### Cell placement

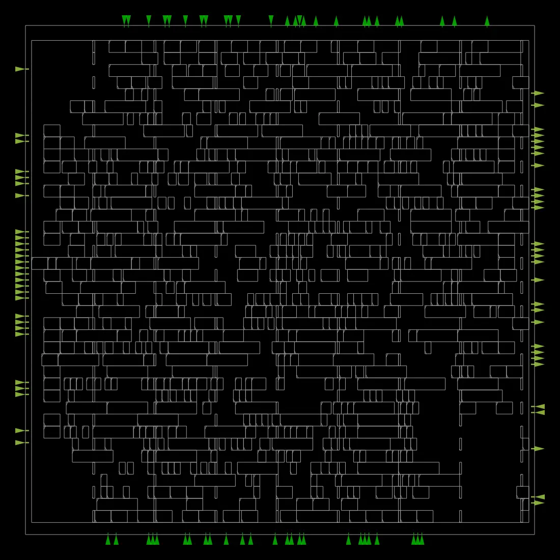
### Layout detail

Scale bar: 10 um. Region (45, 22) to (70, 47) um. Cells in grey, sequential cells in the stronger grey; small squares are vias.
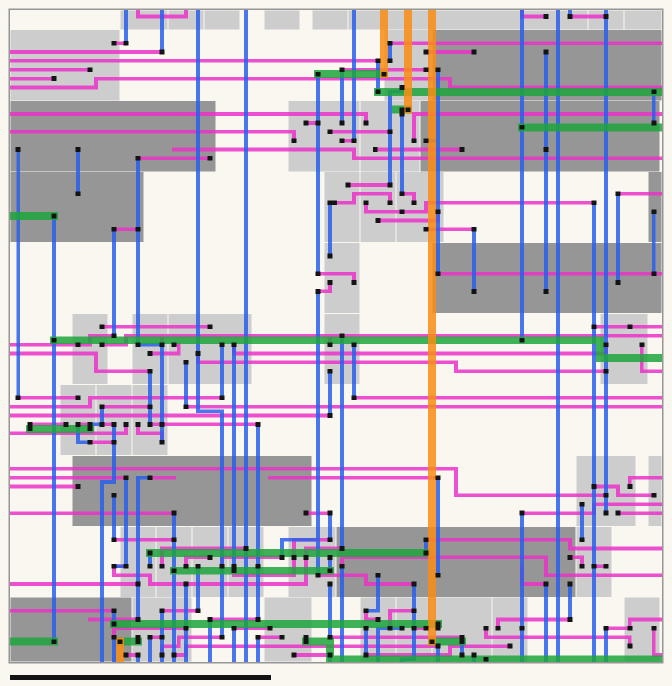
### Wire density map

The die is cut into 23 by 23 equal tiles; black is low, pale yellow is high, scaled to the fullest tile. Values are wire area over tile area, all layers added.
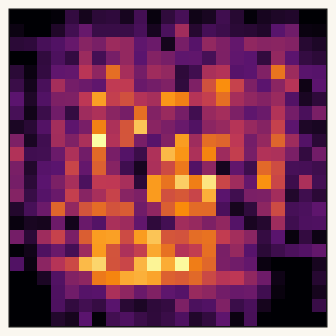
$ cat config.mk
export PLATFORM = sky130hd
export DESIGN_NAME = add32_seq
export DESIGN_NICKNAME = d
export VERILOG_FILES = /design/src/rtl/add32_pkg.sv /design/src/rtl/add8_cla.sv /design/src/rtl/add32_seq.sv
export SDC_FILE = /design/constraint.sdc
export NUM_CORES = 1
export LEC_CHECK = 0
export ABC_AREA = 1
export CAP_MARGIN = 20
export CORE_UTILIZATION = 40
export CTS_CLUSTER_SIZE = 40
export DETAILED_ROUTE_END_ITERATION = 16
export MAX_ROUTING_LAYER = met4
export PLACE_DENSITY_LB_ADDON = 0.1
export SLEW_MARGIN = 15
export SYNTH_ARGS = -nofsm -noshare
export SYNTH_HDL_FRONTEND = slang
export SYNTH_SLANG_ARGS = --single-unit
$ cat constraint.sdc
create_clock -name clk -period 7.1 [get_ports clk]
set_input_delay 1.775 -clock clk [delete_from_list [all_inputs] [get_ports clk]]
set_output_delay 1.775 -clock clk [all_outputs]
set_load 0.005 [all_outputs]
$ cat src/rtl/add32_pkg.sv
// Shared definitions for the sequential slice adder: slice width, FSM states
// and operation encoding.
package add32_pkg;

    localparam int SLICE_W = 8;

    localparam logic OP_ADD = 1'b0;
    localparam logic OP_SUB = 1'b1;

    typedef enum logic [1:0] {
        IDLE = 2'd0,
        RUN  = 2'd1,
        DONE = 2'd2
    } state_t;

endpackage

$ cat src/rtl/add8_cla.sv
// Combinational 8-bit carry-lookahead slice: sum and carry-out of a + b + cin.
module add8_cla
    import add32_pkg::*;
(
    input  logic [SLICE_W-1:0] i_a,
    input  logic [SLICE_W-1:0] i_b,
    input  logic               i_cin,
    output logic [SLICE_W-1:0] o_sum,
    output logic               o_cout
);

    logic [SLICE_W-1:0] w_g;
    logic [SLICE_W-1:0] w_p;
    logic [SLICE_W:0]   w_c;

    assign w_g = i_a & i_b;
    assign w_p = i_a ^ i_b;

    // Each carry is the flattened generate/propagate product, not a ripple chain.
    always_comb begin
        logic w_acc;
        logic w_pp;
        w_c    = '0;
        w_c[0] = i_cin;
        for (int i = 0; i < SLICE_W; i++) begin
            w_acc = w_g[i];
            w_pp  = w_p[i];
            for (int j = i - 1; j >= 0; j--) begin
                w_acc = w_acc | (w_pp & w_g[j]);
                w_pp  = w_pp & w_p[j];
            end
            w_c[i+1] = w_acc | (w_pp & i_cin);
        end
    end

    assign o_sum  = w_p ^ w_c[SLICE_W-1:0];
    assign o_cout = w_c[SLICE_W];

endmodule

$ cat src/rtl/add32_seq.sv
// Sequential add/sub: one 8-bit slice per RUN cycle through add8_cla.
// Optional flags (carry/overflow/zero) are built only with ADD32_SEQ_FLAGS_EN.
module add32_seq
    import add32_pkg::*;
#(
    parameter int SLICES = 4
) (
    input  logic                      clk,
    input  logic                      rstn,
    input  logic                      in_valid,
    output logic                      in_ready,
    input  logic [SLICE_W*SLICES-1:0] op_a,
    input  logic [SLICE_W*SLICES-1:0] op_b,
    input  logic                      op_sub,
    output logic                      out_valid,
    input  logic                      out_ready,
    output logic [SLICE_W*SLICES-1:0] result,
    output logic                      flag_c,
    output logic                      flag_v,
    output logic                      flag_z,
    output logic [1:0]                o_dbg_state
);

    localparam int DW    = SLICE_W * SLICES;
    localparam int IDX_W = (SLICES > 1) ? $clog2(SLICES) : 1;
    localparam logic [IDX_W-1:0] LAST_IDX = IDX_W'(SLICES - 1);

    // Handshake: a transfer happens on any rising edge where valid and ready
    // are both high; in_ready is high only in IDLE, out_valid only in DONE.

    state_t             r_state;
    state_t             w_state_next;
    logic [DW-1:0]      r_a;
    logic [DW-1:0]      r_b;
    logic [DW-1:0]      r_result;
    logic               r_carry;
    logic [IDX_W-1:0]   r_idx;

    logic               w_accept;
    logic               w_last;
    logic [SLICE_W-1:0] w_sa;
    logic [SLICE_W-1:0] w_sb;
    logic [SLICE_W-1:0] w_sum;
    logic               w_cout;
    logic [DW-1:0]      w_result_next;

    assign w_accept = in_valid & in_ready;
    assign w_last   = (r_state == RUN) && (r_idx == LAST_IDX);
    assign w_sa     = r_a[r_idx*SLICE_W +: SLICE_W];
    assign w_sb     = r_b[r_idx*SLICE_W +: SLICE_W];

    add8_cla u_slice (
        .i_a    (w_sa),
        .i_b    (w_sb),
        .i_cin  (r_carry),
        .o_sum  (w_sum),
        .o_cout (w_cout)
    );

    always_comb begin
        w_result_next = r_result;
        w_result_next[r_idx*SLICE_W +: SLICE_W] = w_sum;
    end

    always_ff @(posedge clk or negedge rstn) begin
        if (!rstn) begin
            r_state <= IDLE;
        end else begin
            r_state <= w_state_next;
        end
    end

    always_comb begin
        w_state_next = r_state;
        case (r_state)
            IDLE:    if (w_accept) w_state_next = RUN;
            RUN:     if (w_last) w_state_next = DONE;
            DONE:    if (out_ready) w_state_next = IDLE;
            default: w_state_next = IDLE;
        endcase
    end

    always_comb begin
        in_ready    = (r_state == IDLE);
        out_valid   = (r_state == DONE);
        o_dbg_state = r_state;
    end

    // Subtraction is a + ~b + 1: b is stored inverted and the carry seeded with 1.
    always_ff @(posedge clk or negedge rstn) begin
        if (!rstn) begin
            r_a      <= '0;
            r_b      <= '0;
            r_result <= '0;
            r_carry  <= 1'b0;
            r_idx    <= '0;
        end else begin
            case (r_state)
                IDLE: begin
                    if (w_accept) begin
                        r_a     <= op_a;
                        r_b     <= (op_sub == OP_SUB) ? ~op_b : op_b;
                        r_carry <= op_sub;
                        r_idx   <= '0;
                    end
                end
                RUN: begin
                    r_result <= w_result_next;
                    r_carry  <= w_cout;
                    r_idx    <= w_last ? '0 : r_idx + 1'b1;
                end
                default: begin
                end
            endcase
        end
    end

    assign result = r_result;

`ifdef ADD32_SEQ_FLAGS_EN
    logic r_flag_c;
    logic r_flag_v;
    logic r_flag_z;

    // Flags are captured on the edge that writes the top slice, with the result.
    always_ff @(posedge clk or negedge rstn) begin
        if (!rstn) begin
            r_flag_c <= 1'b0;
            r_flag_v <= 1'b0;
            r_flag_z <= 1'b0;
        end else if (w_last) begin
            r_flag_c <= w_cout;
            r_flag_v <= (r_a[DW-1] == r_b[DW-1]) & (w_sum[SLICE_W-1] != r_a[DW-1]);
            r_flag_z <= (w_result_next == '0);
        end
    end

    assign flag_c = r_flag_c;
    assign flag_v = r_flag_v;
    assign flag_z = r_flag_z;
`else
    assign flag_c = 1'b0;
    assign flag_v = 1'b0;
    assign flag_z = 1'b0;
`endif

endmodule

==> GITHUB_STEP_SUMMARY <==
## Synthesis and layout report

| Metric | Value |
|---|---|
| Status | finished, final reports clean |
| Yosys xor share | under 10% |
| Die x size | around 110 um |
| CTS tree | yes |
| Sequential share of the synthesized area | around half |
| First-pass GRT wire length | 20.4 mm |
| Reg2reg setup slack | between 3000 and 4000 ps |
| Number of logic gates | 449 |
| Main flop type | dfrtp_1 |
| Post-CTS Setup Bufs | 0 |
| Maximum VDD drop | 0.273 mV |
| Crit path max fanout | ~98 |
| Dpl hpwl | about 9 mm |
| Buffer share of cell area | about 16% |
| Worst path max stage delay | 640 ps |
| Post-layout min period | around 3700 ps |
| Hold_sp | result[19]$_DFFE_PN0P_ |
| Ranking of synthesized cells by area | dfrtp_1, nand2_1, o21ai_0 |
| DR pass1 iterations | 5 |
| Initial antenna violation count | 0 |
| Yosys top cell by instances | nand2_1 |
| Vert. Die Dim | ~110 um |
| WL/cell | about 14 um |
| Synth cell count leaders | nand2_1, dfrtp_1, o21ai_0 |
| Num CTS Buffers | 9 |
| Placed Cells incl. Taps | about 860 |
| Inverters | 30 |
| Routed WL | between 10 and 15 mm |
| Count of library flops with an enable pin | 0 |
| Crit path arrival time | 3930 ps |
| Logic area | 2310 sq um |
| WL met3 | roughly 610 um |
| Synth Register Bits | roughly 100 |
| # diodes | 0 |
| Core Box Area | roughly 12000 sq um |
| Vias per cell | roughly 4.9 |
| Gr usage total | approximately a fifth |
| Cell family with most CP delay | buffers and inverters |
| Clkbuf count | 11 |
| Routing usage on met2 | between 30% and 40% |
| Initial DRC count | 329 |
| Register Area | ~2500 sq um |
| H-tree Lvls | 3 |
| Max Used Layer | met4 |
| Clock network power | around 470 uW |
| FP Util | between 40% and 50% |
| Cell Chain, Critical Path | clkdlybuf4s50_1 > nand2_2 > buf_4 > inv_2 > nor2_1 > inv_1 > o211ai_1 > o21ai_1 |
| Largest logic family | simple AND/OR/NAND/NOR gates |
| Combinational gate power | 1.69 mW |
| Launch point of the critical path | in_valid |
| Multi-input combinational area share | 35.6% |
| Global routing met1 resource utilization | between 20% and 30% |
| Worst setup path endpoint | r_carry$_DFFE_PN0P_ |
| Post-Synth Simple-Gate Area | between 20% and 30% |
| Cell variety after synth | 34 |
| Fin crit share | 52.1% |
| Non-CTS buffers | around 110 |
| Seq. pwr | roughly 970 uW |
| Asr flop ratio synth | 100% |
| Largest net degree at the start of global routing | between 90 and 100 |
| Pre-CTS setup slack | 3050 ps |
| Syn. warnings | 0 |
| Buf/Inv on CP | 4 |
| Net Switching | roughly 1.4 mW |
| Post-placement cell area | roughly 6200 sq um |
Back to the opening pictures, 'Cell placement':
Filler Cell Count: 1185
registers: 101
# rows: 40
fin util: 53.2%

Back to the opening pictures, 'Layout detail':
- met3: green
- met1: magenta
- met4: orange
- met2: blue
- sequential cells in the window: 8
- cells with their middle in the window: 38
- netlist names of flops here include: `r_a` (5), `r_idx` (2)
- most frequent: nand2_1 (12), dfrtp_1 (8), nor2_1 (5)

Back to the opening pictures, 'Wire density map':
- nearly empty tiles: 7.4%
- mean over tiles: 0.15
- emptiest ninth of the die: south-east

No activity file was given, so power comes from the tool's default toggle rates.
